## src/rtl/ro_word_reader.sv

```systemverilog
// Consumer of the ring-oscillator entropy buffer: warms up the ROs, samples one fresh
// byte every 8 clocks, assembles a word, health-checks it and offers it over valid/ready.
module ro_word_reader #(
    parameter int WARMUP_CYCLES = 80,
    parameter int WORD_BYTES    = 8,
    parameter int REP_LIMIT     = 4
) (
    input  logic                    clk,
    input  logic                    rst_n,
    input  logic                    start,
    input  logic                    cont,
    input  logic                    clear_fail,
    input  logic [7:0]              byte_in,
    output logic [2:0]              out_sel,
    output logic                    ro_activate_1,
    output logic                    ro_activate_2,
    output logic [8*WORD_BYTES-1:0] word_out,
    output logic                    word_valid,
    input  logic                    word_ready,
    output logic                    busy,
    output logic                    health_fail
);
    localparam int WW  = 8 * WORD_BYTES;
    localparam int WCW = (WARMUP_CYCLES > 1) ? $clog2(WARMUP_CYCLES) : 1;
    localparam int IW  = (WORD_BYTES > 1) ? $clog2(WORD_BYTES) : 1;
    localparam int RW  = $clog2(REP_LIMIT + 1);

    typedef enum logic [1:0] {S_IDLE, S_WARMUP, S_COLLECT, S_HOLD} state_t;

    state_t         state_q, state_d;
    logic [WCW-1:0] wcnt_q, wcnt_d;
    logic [2:0]     phase_q, phase_d;
    logic [IW-1:0]  idx_q, idx_d;
    logic [WW-1:0]  word_q, word_d;
    logic           valid_q, valid_d;
    logic           fail_q, fail_d;
    logic [RW-1:0]  rcnt_q, rcnt_d;
    logic [7:0]     prev_q, prev_d;
    logic           ro_q, ro_d;

    always_ff @(posedge clk or posedge rst_n) begin
        if (rst_n) begin
            state_q <= S_IDLE;
            wcnt_q  <= '0;
            phase_q <= '0;
            idx_q   <= '0;
            word_q  <= '0;
            valid_q <= 1'b0;
            fail_q  <= 1'b0;
            rcnt_q  <= '0;
            prev_q  <= '0;
            ro_q    <= 1'b0;
        end else begin
            state_q <= state_d;
            wcnt_q  <= wcnt_d;
            phase_q <= phase_d;
            idx_q   <= idx_d;
            word_q  <= word_d;
            valid_q <= valid_d;
            fail_q  <= fail_d;
            rcnt_q  <= rcnt_d;
            prev_q  <= prev_d;
            ro_q    <= ro_d;
        end
    end

    always_comb begin
        state_d = state_q;
        wcnt_d  = wcnt_q;
        phase_d = phase_q;
        idx_d   = idx_q;
        word_d  = word_q;
        valid_d = valid_q;
        fail_d  = fail_q;
        rcnt_d  = rcnt_q;
        prev_d  = prev_q;
        case (state_q)
            S_IDLE: begin
                rcnt_d = '0;
                // Clear wins over start on the same edge.
                if (clear_fail) begin
                    fail_d = 1'b0;
                end else if (start && !fail_q) begin
                    state_d = S_WARMUP;
                    wcnt_d  = '0;
                end
            end
            S_WARMUP: begin
                if (wcnt_q == WCW'(WARMUP_CYCLES - 1)) begin
                    state_d = S_COLLECT;
                    phase_d = '0;
                    idx_d   = '0;
                end else begin
                    wcnt_d = wcnt_q + 1'b1;
                end
            end
            S_COLLECT: begin
                phase_d = phase_q + 1'b1;
                if (phase_q == 3'd7) begin
                    word_d[8*idx_q +: 8] = byte_in;
                    // rcnt==0 means no previous capture since leaving IDLE.
                    if (rcnt_q != '0 && byte_in == prev_q) begin
                        if (rcnt_q != RW'(REP_LIMIT))
                            rcnt_d = rcnt_q + 1'b1;
                    end else begin
                        rcnt_d = RW'(1);
                    end
                    prev_d = byte_in;
                    if (rcnt_d == RW'(REP_LIMIT))
                        fail_d = 1'b1;
                    if (idx_q == IW'(WORD_BYTES - 1)) begin
                        if (word_d == '0)
                            fail_d = 1'b1;
                        if (fail_d) begin
                            state_d = S_IDLE;
                            rcnt_d  = '0;
                        end else begin
                            state_d = S_HOLD;
                            valid_d = 1'b1;
                        end
                    end else begin
                        idx_d = idx_q + 1'b1;
                    end
                end
            end
            S_HOLD: begin
                if (word_ready) begin
                    valid_d = 1'b0;
                    if (cont) begin
                        state_d = S_COLLECT;
                        phase_d = '0;
                        idx_d   = '0;
                    end else begin
                        state_d = S_IDLE;
                        rcnt_d  = '0;
                    end
                end
            end
            default: state_d = S_IDLE;
        endcase
        ro_d = (state_d != S_IDLE);
    end

    assign out_sel       = 3'b000;
    assign ro_activate_1 = ro_q;
    assign ro_activate_2 = ro_q;
    assign word_out      = word_q;
    assign word_valid    = valid_q;
    assign busy          = (state_q != S_IDLE);
    assign health_fail   = fail_q;
endmodule

```

## config.mk

```make
export PLATFORM = sky130hd
export DESIGN_NAME = ro_word_reader
export DESIGN_NICKNAME = d
export VERILOG_FILES = /design/src/rtl/ro_word_reader.sv
export SDC_FILE = /design/constraint.sdc
export NUM_CORES = 1
export LEC_CHECK = 0
export CORE_ASPECT_RATIO = 1.5
export CORE_MARGIN = 4
export CORE_UTILIZATION = 46
export DETAILED_ROUTE_END_ITERATION = 16
export PLACE_DENSITY = 0.73
export SLEW_MARGIN = 20
export SYNTH_ARGS = -nofsm -noshare
export SYNTH_HDL_FRONTEND = slang
export SYNTH_SLANG_ARGS = --single-unit
```

## constraint.sdc

```tcl
create_clock -name clk -period 3.85 [get_ports clk]
set_clock_uncertainty 0.05 [all_clocks]
set_input_delay 0.9625 -clock clk [delete_from_list [all_inputs] [get_ports clk]]
set_output_delay 0.9625 -clock clk [all_outputs]
set_load 0.02 [all_outputs]
```

io_placement.png
The bar under the picture is 20 µm long. Pins as bars across the die edge, other pins in grey.
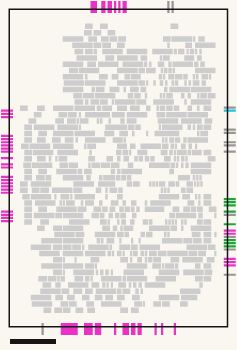
[byte_in] green | pins: 8 | direction: input | edge: right
[ro_activate_1] cyan | pins: 1 | direction: output | edge: right
[word_out] magenta | pins: 64 | direction: output | edge: 26 bottom, 22 left, 11 top, 5 right

clocks.png
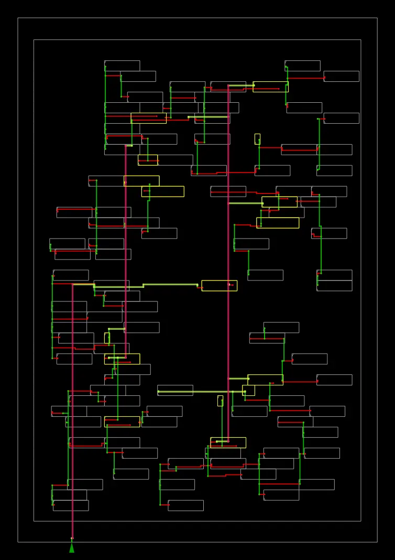
CTS Buf Count: 9
flop count: 93

==> flow_metrics.py <==
# Generated from Yosys and OpenROAD reports
metrics = {
    "outcome": {
        "status": "finished, final reports clean",
    },
    "clocking": {
        "hold_buffers": 0,
        "cts_root_buf": "clkbuf_16",
        "cts_tree": "yes",
        "cts_buffer_depth": 2,
    },
    "power": {
        "swShare": 0.229,
        "p_per_area_nw_per_um2": 349,
        "pwr-share-seq": 0.472,
        "power.internal_uw": 1690,
        "pwr-share-comb": 0.094,
    },
    "yosys": {
        "ff_type": "dfrtp_1",
        "yosys-top-cells-count": "dfrtp_1, nand2_1, mux2_2",
        "yosysMostFrequentCell": "dfrtp_1",
        "ys_seq_share": 0.461,
        "enable_flop_cells": 0,
        "synth_area_leader_cell": "dfrtp_1",
        "synth.distinct_cells": 79,
        "synth-simple-area-share": 0.194,
        "yosysWarningCount": 0,
    },
    "routing": {
        "drt-initial-drc-count": 328,
        "viasPerCell": 5.64,
    },
    "final_timing": {
        "setup_tns_ns": 0,
        "fin_crit_sh": 0.847,
        "rsz0062_at_grt": "false",
        "setup_violations": 0,
    },
    "layout": {
        "inverters_excl_clock": 15,
        "bufAreaShareNonClock": 0.143,
        "diodes": 0,
        "register_area_um2": 2330,
        "clkbuf_count": 13,
        "layout.area.comb_um2": 2500,
        "drive_gt1_frac": 0.182,
        "largest_cell_class": "combinational gates",
        "layout_top_cells": "dfrtp_1, clkdlybuf4s50_1, nand2_1",
        "layout.cells.non_filler": 704,
        "comb_cells": 345,
    },
    "critical_path": {
        "worstPathArrival_ns": 3.44,
        "crit_buf_inv": 1,
        "startpoint_type": "register",
        "path_cells": "inv_1 -> ha_1 -> ha_1 -> or4b_4 -> a211oi_2 -> o221a_1 -> and4_4 -> nand4_1 -> and2_4 -> a211o_1",
        "critical_path.slowest_cell": "ha_1",
    },
    "global_routing": {
        "grt_pass1_vias": 4172,
        "grtUsageMet3": 0.0293,
        "grt_util_met2": 0.382,
        "grt_pass1_wl_um": 21600,
    },
    "place": {
        "io_buffers": 82,
        "dp_hpwl_um": 10200,
    },
    "floorplanning": {
        "die_w_um": 93.5,
        "die_y_um": 136,
    },
}
detail.png
The bar under the picture is 5 µm long. Region (37, 85) to (57, 105) µm. Cells in grey, sequential cells in the stronger grey; small squares are vias.
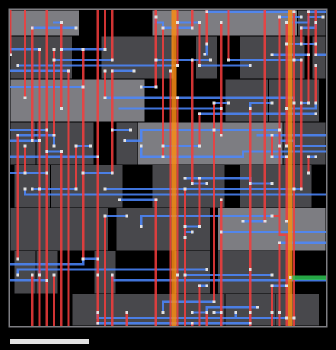
[metal 4] orange
[metal 2] red
[metal 3] green
[metal 1] blue
sequential cells in the window: 4
cells with their middle in the window: 28
most frequent: ha_1 (6), dfrtp_1 (4), nor2_1 (3)
netlist names of flops here include: idx_q (3), word_out (1)

logic_types.png
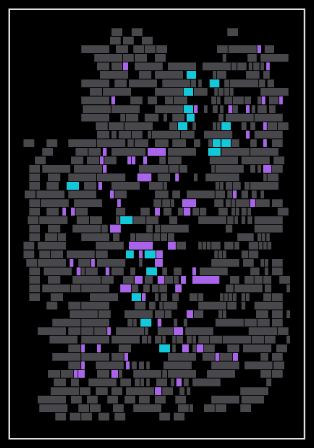
[NOR gates] purple | cells: 68
[AND-OR and OR-AND gates] cyan | cells: 18

-- metrics by stage --
| stage | util | cell area, µm² | setup slack (ns) | power, µW | hold WS (ns) |
|---|---|---|---|---|---|
| global placement | 0.561 | 5970 | 0.372 | 1260 | 0.430 |
| floorplan | - | 5050 | 0.417 | 1160 | 0.414 |
| finish | 0.590 | 6290 | 0.587 | 2190 | 0.448 |
| global route | 0.590 | 6290 | 0.415 | 2270 | 0.476 |
| detailed placement | 0.561 | 5970 | 0.365 | 1260 | 0.438 |
| CTS | 0.590 | 6290 | 0.598 | 2210 | 0.454 |
-- final timing paths --
kind / slack, ns / from / cells after the start / end
max reg2reg: 0.59 / idx_q[1]$_DFFE_PP0P_ / 10 / ro_activate_1$_DFF_PP0_
max: 0.59 / idx_q[1]$_DFFE_PP0P_ / 10 / ro_activate_1$_DFF_PP0_
max in group asynchronous: 2.01 / rst_n / 3 / word_out[26]$_DFFE_PP0P_
min reg2reg: 0.45 / prev_q[1]$_DFFE_PP0P_ / 2 / prev_q[1]$_DFFE_PP0P_
min in group asynchronous: 1.02 / rst_n / 2 / word_out[2]$_DFFE_PP0P_
min: 0.45 / prev_q[1]$_DFFE_PP0P_ / 2 / prev_q[1]$_DFFE_PP0P_
-- state kept, by name (all words and copies together) (netlist names) --
signal and cells:
word_out 64, prev_q 8, wcnt_q 7, idx_q 3, phase_q 3, rcnt_q 3
state_q 2, health_fail 1, ro_activate_1 1, word_valid 1
-- power by group through the flow --
stage / sequential, µW / combinational [µW] / clock (µW)
floorplan: 1080 / 80.2 / 0
global route: 1040 / 221 / 1010
CTS: 1030 / 209 / 964
global placement: 1050 / 206 / 0
finish: 1030 / 207 / 951
detailed placement: 1050 / 208 / 0
Power is estimated from default activity; no workload was simulated.
